Run 1, placement by cell class:
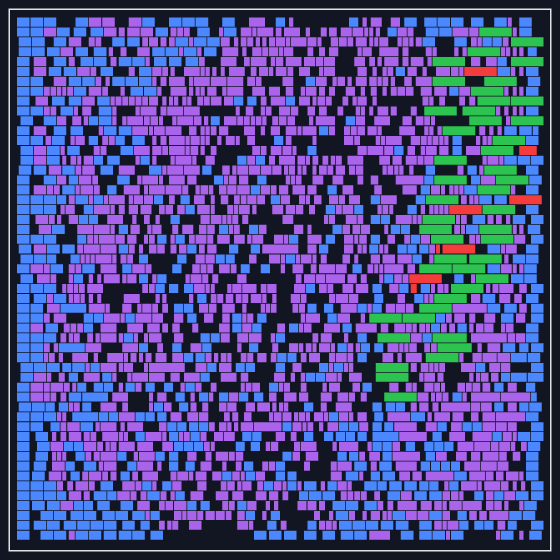
Run 1, wiring by layer:
The bar under the picture is 50 um long.
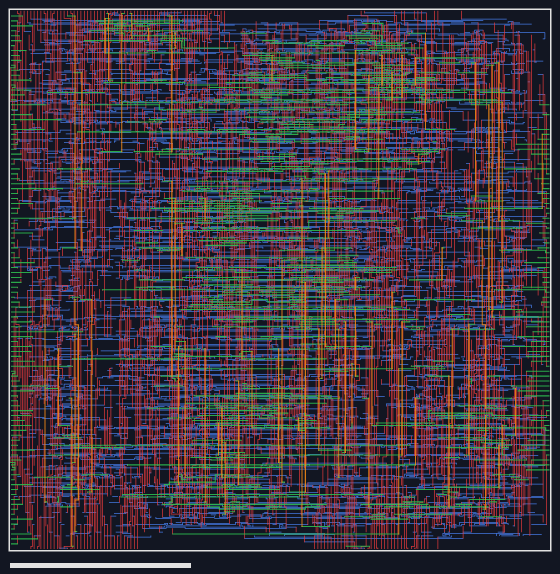
Run 1, PDN straps and rails:
The bar under the picture is 50 um long. Pins as bars on the die edge.
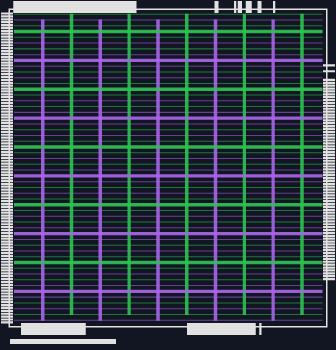
[src/rtl/alu_pkg.sv]
// Shared ALU definitions: datapath width, op-code field width and the
// op-code values understood by the shared ALU and its arbiter.
package alu_pkg;

  localparam int DATA_W = 32;
  localparam int OP_W   = 3;

  typedef enum logic [OP_W-1:0] {
    ALU_ADD  = 3'b000,
    ALU_SUB  = 3'b001,
    ALU_AND  = 3'b010,
    ALU_OR   = 3'b011,
    ALU_XOR  = 3'b100,
    ALU_NOR  = 3'b101,
    ALU_SLT  = 3'b110,
    ALU_SLTU = 3'b111
  } alu_op_e;

endpackage

[src/rtl/alu.sv]
// Combinational 32-bit ALU shared by all requesters.
// Ports:
//   a, b    - operands
//   op      - op code (alu_op_e)
//   result  - ALU result, wrap-around arithmetic
//   zero    - high when result is all zeros
module alu
  import alu_pkg::*;
(
  input  logic [DATA_W-1:0] a,
  input  logic [DATA_W-1:0] b,
  input  logic [OP_W-1:0]   op,
  output logic [DATA_W-1:0] result,
  output logic              zero
);

  // One 33-bit subtractor serves SUB, SLT (bit 31) and SLTU (borrow bit 32).
  logic [DATA_W:0] diff_ext;

  assign diff_ext = {1'b0, a} - {1'b0, b};

  always_comb begin
    result = '0;
    case (alu_op_e'(op))
      ALU_ADD:  result = a + b;
      ALU_SUB:  result = diff_ext[DATA_W-1:0];
      ALU_AND:  result = a & b;
      ALU_OR:   result = a | b;
      ALU_XOR:  result = a ^ b;
      ALU_NOR:  result = ~(a | b);
      ALU_SLT:  result = {{(DATA_W-1){1'b0}}, diff_ext[DATA_W-1]};
      ALU_SLTU: result = {{(DATA_W-1){1'b0}}, diff_ext[DATA_W]};
      default:  result = '0;
    endcase
  end

  assign zero = (result == '0);

endmodule

[src/rtl/rr_arbiter.sv]
// Combinational round-robin arbiter.
// Ports:
//   req   - per-requester request bits
//   ptr   - index of the most recently granted requester
//   grant - one-hot grant (zero when no request); scanning starts at ptr+1
module rr_arbiter #(
  parameter int N_REQ = 4,
  parameter int PW    = (N_REQ > 1) ? $clog2(N_REQ) : 1
) (
  input  logic [N_REQ-1:0] req,
  input  logic [PW-1:0]    ptr,
  output logic [N_REQ-1:0] grant
);

  logic [PW:0]   sum;
  logic [PW-1:0] idx;
  logic          found;

  always_comb begin
    grant = '0;
    found = 1'b0;
    sum   = '0;
    idx   = '0;
    for (int k = 1; k <= N_REQ; k++) begin
      // (ptr + k) mod N_REQ; one conditional subtract is enough since
      // ptr < N_REQ and k <= N_REQ.
      sum = {1'b0, ptr} + (PW+1)'(k);
      if (sum >= (PW+1)'(N_REQ)) begin
        sum = sum - (PW+1)'(N_REQ);
      end
      idx = sum[PW-1:0];
      if (!found && req[idx]) begin
        grant[idx] = 1'b1;
        found      = 1'b1;
      end
    end
  end

endmodule

[src/rtl/alu_arbiter.sv]
// Shares one ALU between N_REQ requesters with round-robin arbitration, an
// optional bounded lock, and a one-entry registered response buffer.
// Ports:
//   Clk, Reset_n           - clock (rising edge), async active-low reset
//   Req_Valid/Req_Ready    - per-requester request handshake (Ready one-hot or 0)
//   Req_A/Req_B/Req_Op     - packed operands/op, requester i at slice i
//   Req_Lock               - keep the grant after this accept
//   Rsp_Valid/Rsp_Ready    - one-hot response valid, per-requester consume
//   Rsp_Result, Rsp_Zero   - registered ALU result and zero flag
module alu_arbiter
  import alu_pkg::*;
#(
  parameter int N_REQ    = 4,
  parameter int LOCK_MAX = 4
) (
  input  logic                    Clk,
  input  logic                    Reset_n,
  input  logic [N_REQ-1:0]        Req_Valid,
  output logic [N_REQ-1:0]        Req_Ready,
  input  logic [DATA_W*N_REQ-1:0] Req_A,
  input  logic [DATA_W*N_REQ-1:0] Req_B,
  input  logic [OP_W*N_REQ-1:0]   Req_Op,
  input  logic [N_REQ-1:0]        Req_Lock,
  output logic [N_REQ-1:0]        Rsp_Valid,
  input  logic [N_REQ-1:0]        Rsp_Ready,
  output logic [DATA_W-1:0]       Rsp_Result,
  output logic                    Rsp_Zero
);

  localparam int             PW       = $clog2(N_REQ);
  localparam logic [3:0]     LOCK_LIM = 4'(LOCK_MAX);

  // Response buffer
  logic [N_REQ-1:0]  rsp_vld_p1;
  logic [DATA_W-1:0] rsp_result_p1;
  logic              rsp_zero_p1;

  // Arbitration state
  logic [PW-1:0]     last_grant;
  logic              lock_vld;
  logic [PW-1:0]     lock_owner;
  logic [3:0]        lock_cnt;

  logic [N_REQ-1:0]  rr_grant;
  logic [N_REQ-1:0]  win_oh;
  logic [N_REQ-1:0]  req_ready;
  logic [PW-1:0]     win_idx;
  logic              win_lock;
  logic              owner_valid;
  logic              drain;
  logic              slot_free;
  logic              accept;
  logic [3:0]        cnt_inc;

  logic [DATA_W-1:0] a_sel;
  logic [DATA_W-1:0] b_sel;
  logic [OP_W-1:0]   op_sel;
  logic [DATA_W-1:0] alu_result;
  logic              alu_zero;

  rr_arbiter #(
    .N_REQ (N_REQ),
    .PW    (PW)
  ) u_rr (
    .req   (Req_Valid),
    .ptr   (last_grant),
    .grant (rr_grant)
  );

  // Stage p0: winner selection and operand mux
  assign owner_valid = lock_vld & Req_Valid[lock_owner];
  assign drain       = |(rsp_vld_p1 & Rsp_Ready);
  assign slot_free   = ~|rsp_vld_p1 | drain;

  always_comb begin
    win_oh = rr_grant;
    if (owner_valid) begin
      win_oh             = '0;
      win_oh[lock_owner] = 1'b1;
    end
  end

  // Gating with Reset_n keeps Ready low for the whole reset, even though the
  // empty buffer would otherwise report a free slot.
  assign req_ready = win_oh & {N_REQ{slot_free & Reset_n}};
  assign accept    = |(Req_Valid & req_ready);

  always_comb begin
    win_idx  = '0;
    win_lock = 1'b0;
    a_sel    = '0;
    b_sel    = '0;
    op_sel   = '0;
    for (int i = 0; i < N_REQ; i++) begin
      if (win_oh[i]) begin
        win_idx  = PW'(i);
        win_lock = Req_Lock[i];
        a_sel    = Req_A[i*DATA_W +: DATA_W];
        b_sel    = Req_B[i*DATA_W +: DATA_W];
        op_sel   = Req_Op[i*OP_W +: OP_W];
      end
    end
  end

  alu u_alu (
    .a      (a_sel),
    .b      (b_sel),
    .op     (op_sel),
    .result (alu_result),
    .zero   (alu_zero)
  );

  // A lock taken by a new owner starts counting from one.
  assign cnt_inc = ((lock_vld && (lock_owner == win_idx)) ? lock_cnt : 4'd0) + 4'd1;

  // Stage p1: response buffer
  always_ff @(posedge Clk or negedge Reset_n) begin
    if (!Reset_n) begin
      rsp_vld_p1    <= '0;
      rsp_result_p1 <= '0;
      rsp_zero_p1   <= 1'b0;
    end else if (accept) begin
      rsp_vld_p1    <= win_oh;
      rsp_result_p1 <= alu_result;
      rsp_zero_p1   <= alu_zero;
    end else if (drain) begin
      rsp_vld_p1    <= '0;
    end
  end

  always_ff @(posedge Clk or negedge Reset_n) begin
    if (!Reset_n) begin
      last_grant <= PW'(N_REQ - 1);
      lock_vld   <= 1'b0;
      lock_owner <= '0;
      lock_cnt   <= '0;
    end else if (accept) begin
      last_grant <= win_idx;
      // The watchdog bound wins over a still-asserted Req_Lock.
      if (win_lock && (cnt_inc < LOCK_LIM)) begin
        lock_vld   <= 1'b1;
        lock_owner <= win_idx;
        lock_cnt   <= cnt_inc;
      end else begin
        lock_vld   <= 1'b0;
        lock_cnt   <= '0;
      end
    end else if (lock_vld && !Req_Valid[lock_owner]) begin
      lock_vld <= 1'b0;
      lock_cnt <= '0;
    end
  end

  assign Req_Ready  = req_ready;
  assign Rsp_Valid  = rsp_vld_p1;
  assign Rsp_Result = rsp_result_p1;
  assign Rsp_Zero   = rsp_zero_p1;

endmodule

[config.mk]
export PLATFORM = sky130hd
export DESIGN_NAME = alu_arbiter
export DESIGN_NICKNAME = d
export VERILOG_FILES = /design/src/rtl/alu_pkg.sv /design/src/rtl/alu.sv /design/src/rtl/rr_arbiter.sv /design/src/rtl/alu_arbiter.sv
export SDC_FILE = /design/constraint.sdc
export NUM_CORES = 1
export LEC_CHECK = 0
export ABC_AREA = 0
export CAP_MARGIN = 20
export CORE_MARGIN = 1.5
export CORE_UTILIZATION = 49
export DETAILED_ROUTE_END_ITERATION = 6
export PLACE_DENSITY = 0.8
export SYNTH_ARGS = -nofsm -noshare
export SYNTH_HDL_FRONTEND = slang
export SYNTH_SLANG_ARGS = --single-unit
[constraint.sdc]
create_clock -name Clk -period 8.2 [get_ports Clk]
set_input_delay 2.05 -clock Clk [delete_from_list [all_inputs] [get_ports Clk]]
set_output_delay 2.05 -clock Clk [all_outputs]
set_load 0.03 [all_outputs]
==> impl_metrics.csv, run 1 <==
group,metric,value,unit
run_status,status,"complete, no violations",
logic_synthesis,flop_cell,"dfrtp_1",
sta,timing.fmax,0.125,GHz
final_layout,area_growth,54.0,%
final_layout,comb_area_share,0.531,
logic_synthesis,top_cell,"nand2_1",
critical_path,worstPathRequired,8.39,ns
sta,relSlewSlack,0.365,
clock_network,clk_pin_slew_worst_paths,0.06,ns
final_layout,nClkBuffers,7,
logic_synthesis,yosysChipArea,10400,um2
logic_synthesis,top_area_frac,0.113,
placement,dp.final_hpwl,40500,um
final_layout,n_antenna_cell,1,
clock_network,cts_resized,3,
route,drt_iter0_markers,1783,
logic_synthesis,synth_nets,1894,
clock_network,clkLatencyLatePin,0.28,ns
final_layout,area_share_nonclk_buffers,0.344,
logic_synthesis,edf_count,0,
final_layout,lay_top_count,"clkdlybuf4s50_1",
route,wire_per_inst,21.8,um
final_layout,buffers,620,
final_layout,comb_cells,1253,
logic_synthesis,simple_gate_share,0.210,
sta,setup-violations-final,0,
global_route,grt_pass1_wl,75900,um
logic_synthesis,top_cells_by_area,"ha_1 (11%), dfrtp_1 (11%), o21ai_0 (7.4%), nand2_1 (6.6%), a221o_1 (5.3%)",
logic_synthesis,yosys_cells,1518,
logic_synthesis,synth_top_cell_by_area,"ha_1",
critical_path,cp-end-kind,"flip-flop",
clock_network,ctsHtreeMaxLevel,2,
logic_synthesis,synthTopCellsByCount,"nand2_1 (183), o21ai_0 (154), nor2_1 (133), a21oi_1 (97), ha_1 (94)",
final_layout,nNetsFinal,2396,
global_route,grtUsageMet1,0.567,
route,detail-route-antenna-nets,0,
placement,placed_cell_area,15700,um2
logic_synthesis,ys_warn_count,0,
global_route,busiest_layer,"met2",
global_route,grt_use_met2,0.685,
critical_path,crit_path_frequent_cell,"buf_4",
final_layout,fillers,1611,
logic_synthesis,adder_share,0.113,
sta,setup_slack,0.198,ns
global_route,grt_max_degree,38,
die,die_area,22200,um2
placement,place_inst,2278,
clock_network,hold_buffers,0,
clock_network,cts.path.max_buffers,2,
clock_network,post_cts_buffers,0,
sta,period_used_share,0.976,
critical_path,arrival,8.19,ns
logic_synthesis,synthDistinctLibCells,94,
logic_synthesis,ys_top_logic_family,"AND-OR/OR-AND gates",
sta,fin_skew,0.00419,ns
global_route,grt_pass1_vias,14011,
final_layout,final_cells,2297,
global_route,antenna_found_initial,1,
## Picture notes: 'placement by cell class'
Blue shows other buffers and delay cells, cells 620. Purple shows all other logic, cells 1347. Green shows flip-flops, cells 46. Red shows clock drivers and dummy loads, cells 8.
core area: 21000 um2
fin area: 16100 um2
Finished Core Util: 0.766
Cell Rows: 53
Seq/total area: 0.0719

## Picture notes: 'wiring by layer'
Green shows met3, wire length 6220 um. Orange shows met4, wire length 2200 um. Red shows met2, wire length 22.1 mm. Blue shows met1, wire length 19500 um.
DRT Wirelength: 50000 um
Vias: 14652

## Picture notes: 'PDN straps and rails'
Purple shows VSS. Green shows VDD.
10 straps on met5. 54 met1 rails follow the rows. 323 signal pins sit on the boundary.
die y size: 149 um
die width: 149 um

-- run 1: path summary, 6_finish.rpt --
| path | start | endpoint | slack [ns] | cells past startpoint |
|---|---|---|---|---|
| max | Req_Valid[0] | Rsp_Zero | 0.20 | 27 |
| min | Rsp_Result[20] | Rsp_Result[20] | 0.47 | 2 |
| max reg2reg | last_grant[0] | Rsp_Zero | 0.85 | 28 |
| min reg2reg | Rsp_Result[20] | Rsp_Result[20] | 0.47 | 2 |
| max in group asynchronous | Reset_n | Rsp_Result[8] | 5.77 | 2 |
| min in group asynchronous | Reset_n | Rsp_Valid[1] | 1.69 | 1 |
-- run 1: registers in the layout (all words and copies together) (netlist names) --
signal,cells
Rsp_Valid,4
last_grant,2
Rsp_Zero,1
lock_vld,1
lock_owner,2
Rsp_Result,32
lock_cnt,4
--- run 2 (diff from run 1) ---
--- a/config.mk
+++ b/config.mk
@@ -7,7 +7,6 @@
 export LEC_CHECK = 0
 export ABC_AREA = 0
 export CAP_MARGIN = 20
-export CORE_MARGIN = 1.5
 export CORE_UTILIZATION = 49
 export DETAILED_ROUTE_END_ITERATION = 6
 export PLACE_DENSITY = 0.8
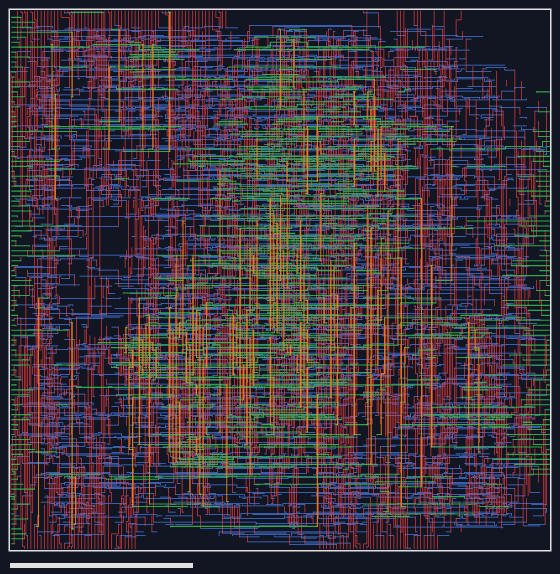
Run 2: wiring by layer
The bar under the picture is 50 um long.
Blue shows met1, wire length 17900 um. Orange shows met4, wire length 2710 um. Red shows met2, wire length 21.0 mm. Green shows met3, wire length 6320 um.
DRT Wirelength: 48000 um
WL/cell: 21.4 um
Vias: 14596
GRT Total Usage: 0.423

==> run 2 against run 1 <==
The flow now finishes with violations (DRC). Via count down 0.38%. Hold slack got worse by 0.0092 ns. Largest cell class unchanged. Sequential share of layout area up 0.16 points. Global-route usage decreased by 1.0 points. Utilization fell by 0.27 points.
==> impl_metrics.csv, run 2 <==
group,metric,value,unit
logic_synthesis,ys_warn_count,0,
placement,place_inst,2232,
logic_synthesis,synth_top_cell_by_area,"ha_1",
logic_synthesis,adder_share,0.113,
final_layout,nNetsFinal,2345,
die,die_y,148,um
final_layout,buffers,569,
logic_synthesis,edf_count,0,
route,drc,1,
logic_synthesis,ys_top_logic_family,"AND-OR/OR-AND gates",
final_layout,lay_top_count,"clkdlybuf4s50_1",
logic_synthesis,top_cell,"nand2_1",
logic_synthesis,simple_gate_share,0.210,
critical_path,r2r_slack,1.01,ns
global_route,grt_max_degree,52,
logic_synthesis,synthDistinctLibCells,94,
critical_path,reg2reg_from,"last_grant[0]",
critical_path,worstPathRequired,8.37,ns
final_layout,post-route-util,0.763,
final_layout,final_cells,2240,
sta,timing.fmax,0.126,GHz
clock_network,post_cts_buffers,0,
final_layout,area_share_nonclk_buffers,0.327,
critical_path,cp.depth,29,
final_layout,comb_area_share,0.545,
sta,relSlewSlack,0.346,
clock_network,clk_pin_slew_worst_paths,0.07,ns
logic_synthesis,synth_nets,1894,
critical_path,cp-end-kind,"flip-flop",
worst_hold_path,min_to,"Rsp_Result[20]",
logic_synthesis,yosysChipArea,10400,um2
die,fp.dieW,148,um
critical_path,r2r.worst_path.cells,29,
critical_path,startpoint,"Req_Valid[1]",
sta,period_used_share,0.968,
run_status,status,"finished, violations left",
run_status,violations,"DRC",
final_layout,largest_register_ffs,32,
route,detail-route-antenna-nets,0,
die,num_rows,52,
final_layout,sh_seq_area,0.0735,
sta,setup-violations-final,0,
final_layout,fillers,1612,
final_layout,area_growth,50.5,%
clock_network,hold_buffers,0,
logic_synthesis,top_area_frac,0.113,
global_route,grt_pass1_vias,14038,
global_route,grt_pass1_wl,73900,um
critical_path,endpoint,"Rsp_Zero",
critical_path,arrival,8.11,ns
global_route,grtUsageMet1,0.537,
final_layout,fin_area,15700,um2
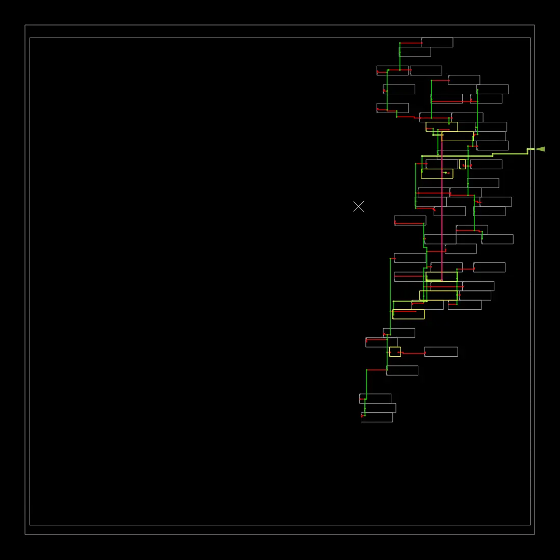
Run 2: clock nets
Flops: 46
clock buffer count from CTS: 5
clkbuf count: 5
clock skew: 0.00520 ns
clk_lat worst skew: 0.29 ns

==> run 2: cell count changes in the layout (fill, tap and decap cells not counted), moves of 2 or more <==
cell,delta
a2111oi_1,-3
a311oi_4,+2
a21oi_1,-2
a21oi_2,+2
buf_4,-49
o21ai_0,+2
a2111oi_0,+2
==> run 2: what timing repair did <==
item                       4_1_cts  5_1_grt
gates resized                    2       29
setup endpoints to repair        1        6
pin swaps                        0        2
--- run 3 (diff from run 2) ---
--- a/config.mk
+++ b/config.mk
@@ -6,8 +6,9 @@
 export NUM_CORES = 1
 export LEC_CHECK = 0
 export ABC_AREA = 0
-export CAP_MARGIN = 20
+export CAP_MARGIN = 5
 export CORE_UTILIZATION = 49
+export CTS_CLUSTER_SIZE = 24
 export DETAILED_ROUTE_END_ITERATION = 6
 export PLACE_DENSITY = 0.8
 export SYNTH_ARGS = -nofsm -noshare
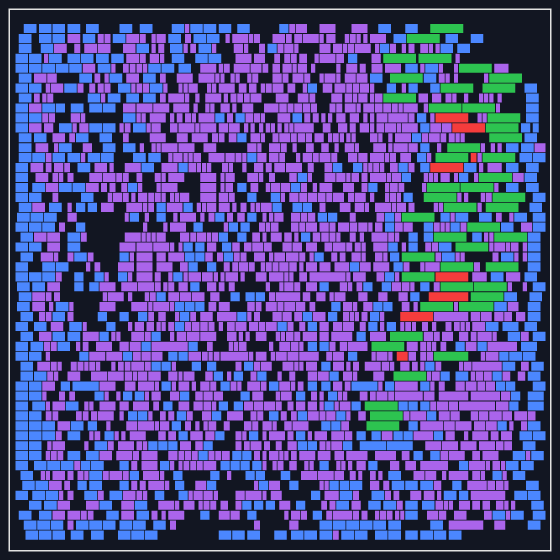
Run 3: placement by cell class
Green shows flip-flops, cells 46. Purple shows all other logic, cells 1347. Red shows clock drivers and dummy loads, cells 8. Blue shows other buffers and delay cells, cells 569.
core area: 20600 um2
Cell Rows: 52
fin area: 15700 um2
Seq/total area: 0.0735
Finished Core Util: 0.763

==> run 3 against run 2 <==
The run still ends with DRC left. First-iteration DRC count did not move. Critical path depth did not move. Worst setup slack did not move.
==> impl_metrics.csv, run 3 <==
group,metric,value,unit
critical_path,r2r.worst_path.cells,29,
global_route,busiest_layer,"met2",
critical_path,startpoint,"Req_Valid[1]",
final_layout,fillers,1612,
logic_synthesis,synth_top_cell_by_area,"ha_1",
global_route,antenna_found_initial,0,
critical_path,crit_type,"in -> reg",
clock_network,clkLatencyLatePin,0.29,ns
critical_path,cp_max_fo,10,
run_status,status,"finished, violations left",
final_layout,area_growth,50.5,%
critical_path,r2r_slack,1.01,ns
global_route,grt_use_met2,0.678,
logic_synthesis,syn_inst,1518,
logic_synthesis,yosys_cells,1518,
final_layout,comb_cells,1253,
sta,timing.fmax,0.126,GHz
logic_synthesis,top_area_frac,0.113,
route,wire_per_inst,21.4,um
route,wl,48000,um
die,die_area,21900,um2
final_layout,nNetsFinal,2345,
critical_path,cpMaxStageDelayCell,"o32ai_1",
global_route,grt_pass1_vias,14038,
clock_network,cts_buffers,5,
critical_path,r2r-end,"Rsp_Zero",
logic_synthesis,synth_nets,1894,
logic_synthesis,synthTopCellsByCount,"nand2_1 (183), o21ai_0 (154), nor2_1 (133), a21oi_1 (97), ha_1 (94)",
global_route,grt_pass1_wl,73900,um
logic_synthesis,edf_count,0,
critical_path,worstPathRequired,8.37,ns
placement,place_inst,2232,
final_layout,final_cells,2240,
final_layout,seq_cells,46,
route,detail-route-antenna-nets,0,
clock_network,hold_buffers,0,
final_layout,area_share_nonclk_buffers,0.327,
sta,fin_skew,0.00520,ns
final_layout,lay_top_count,"clkdlybuf4s50_1",
final_layout,buffers,569,
placement,dp.final_hpwl,38700,um
final_layout,n_antenna_cell,0,
worst_hold_path,min_to,"Rsp_Result[20]",
critical_path,cp-end-kind,"flip-flop",
route,drt_iter0_markers,1835,
final_layout,nClkBuffers,5,
critical_path,crit_path_frequent_cell,"nor2_1",
critical_path,reg2reg_from,"last_grant[0]",
final_layout,largest_register_ffs,32,
critical_path,arrival,8.11,ns
global_route,grt_usage,0.423,
global_route,grt_max_degree,52,
logic_synthesis,synthDistinctLibCells,94,
placement,portBuffers,322,
sta,period_used_share,0.968,
critical_path,cp.depth,29,
route,vias,14596,
final_layout,comb_area_share,0.545,
logic_synthesis,top_cells_by_area,"ha_1 (11%), dfrtp_1 (11%), o21ai_0 (7.4%), nand2_1 (6.6%), a221o_1 (5.3%)",
clock_network,clk_pin_slew_worst_paths,0.07,ns
sta,setup-violations-final,0,
clock_network,ctsHtreeMaxLevel,2,
clock_network,cts_root_buf,"clkbuf_16",
global_route,grtUsageMet1,0.537,
critical_path,endpoint,"Rsp_Zero",
sta,setup_slack,0.264,ns
logic_synthesis,yosysChipArea,10400,um2
route,drc,1,
clock_network,cts.path.max_buffers,2,
logic_synthesis,flop_cell,"dfrtp_1",
logic_synthesis,ys_warn_count,0,
logic_synthesis,top_cell,"nand2_1",
worst_hold_path,worstHoldPathCells,2,
placement,placed_cell_area,15400,um2
run_status,violations,"DRC",
sta,relSlewSlack,0.346,
worst_hold_path,hp-start,"Rsp_Result[20]",
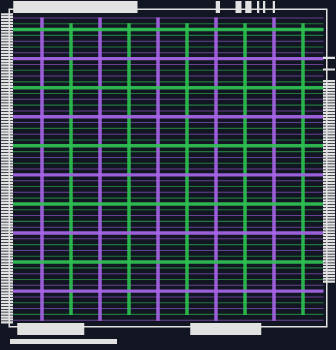
Run 3: PDN straps and rails
The bar under the picture is 50 um long. Pins as bars on the die edge.
Green shows VDD. Purple shows VSS.
10 straps on met4. 323 signal pins sit on the boundary. 10 straps on met5. 53 met1 rails follow the rows.
die width: 148 um

## run 3: cell counts after synthesis
No cell type changed its count.
## run 3: cells by family (layout without fill, tap and decap cells)
family,Yosys count,after routing,synth area share
flip-flops,46,46,0.111
XOR/XNOR,22,22,0.0185
AND/OR/NAND/NOR,478,478,0.210
adder cells (fa/ha/maj),94,94,0.113
multiplexers,21,21,0.0258
AND-OR/OR-AND,638,638,0.438
buffers and inverters,219,671,0.0847
## run 3: timing repair
action	CTS	global route
buffers inserted	0	0
gates resized	2	29
pin swaps	0	2
endpoints found under the setup margin	1	6
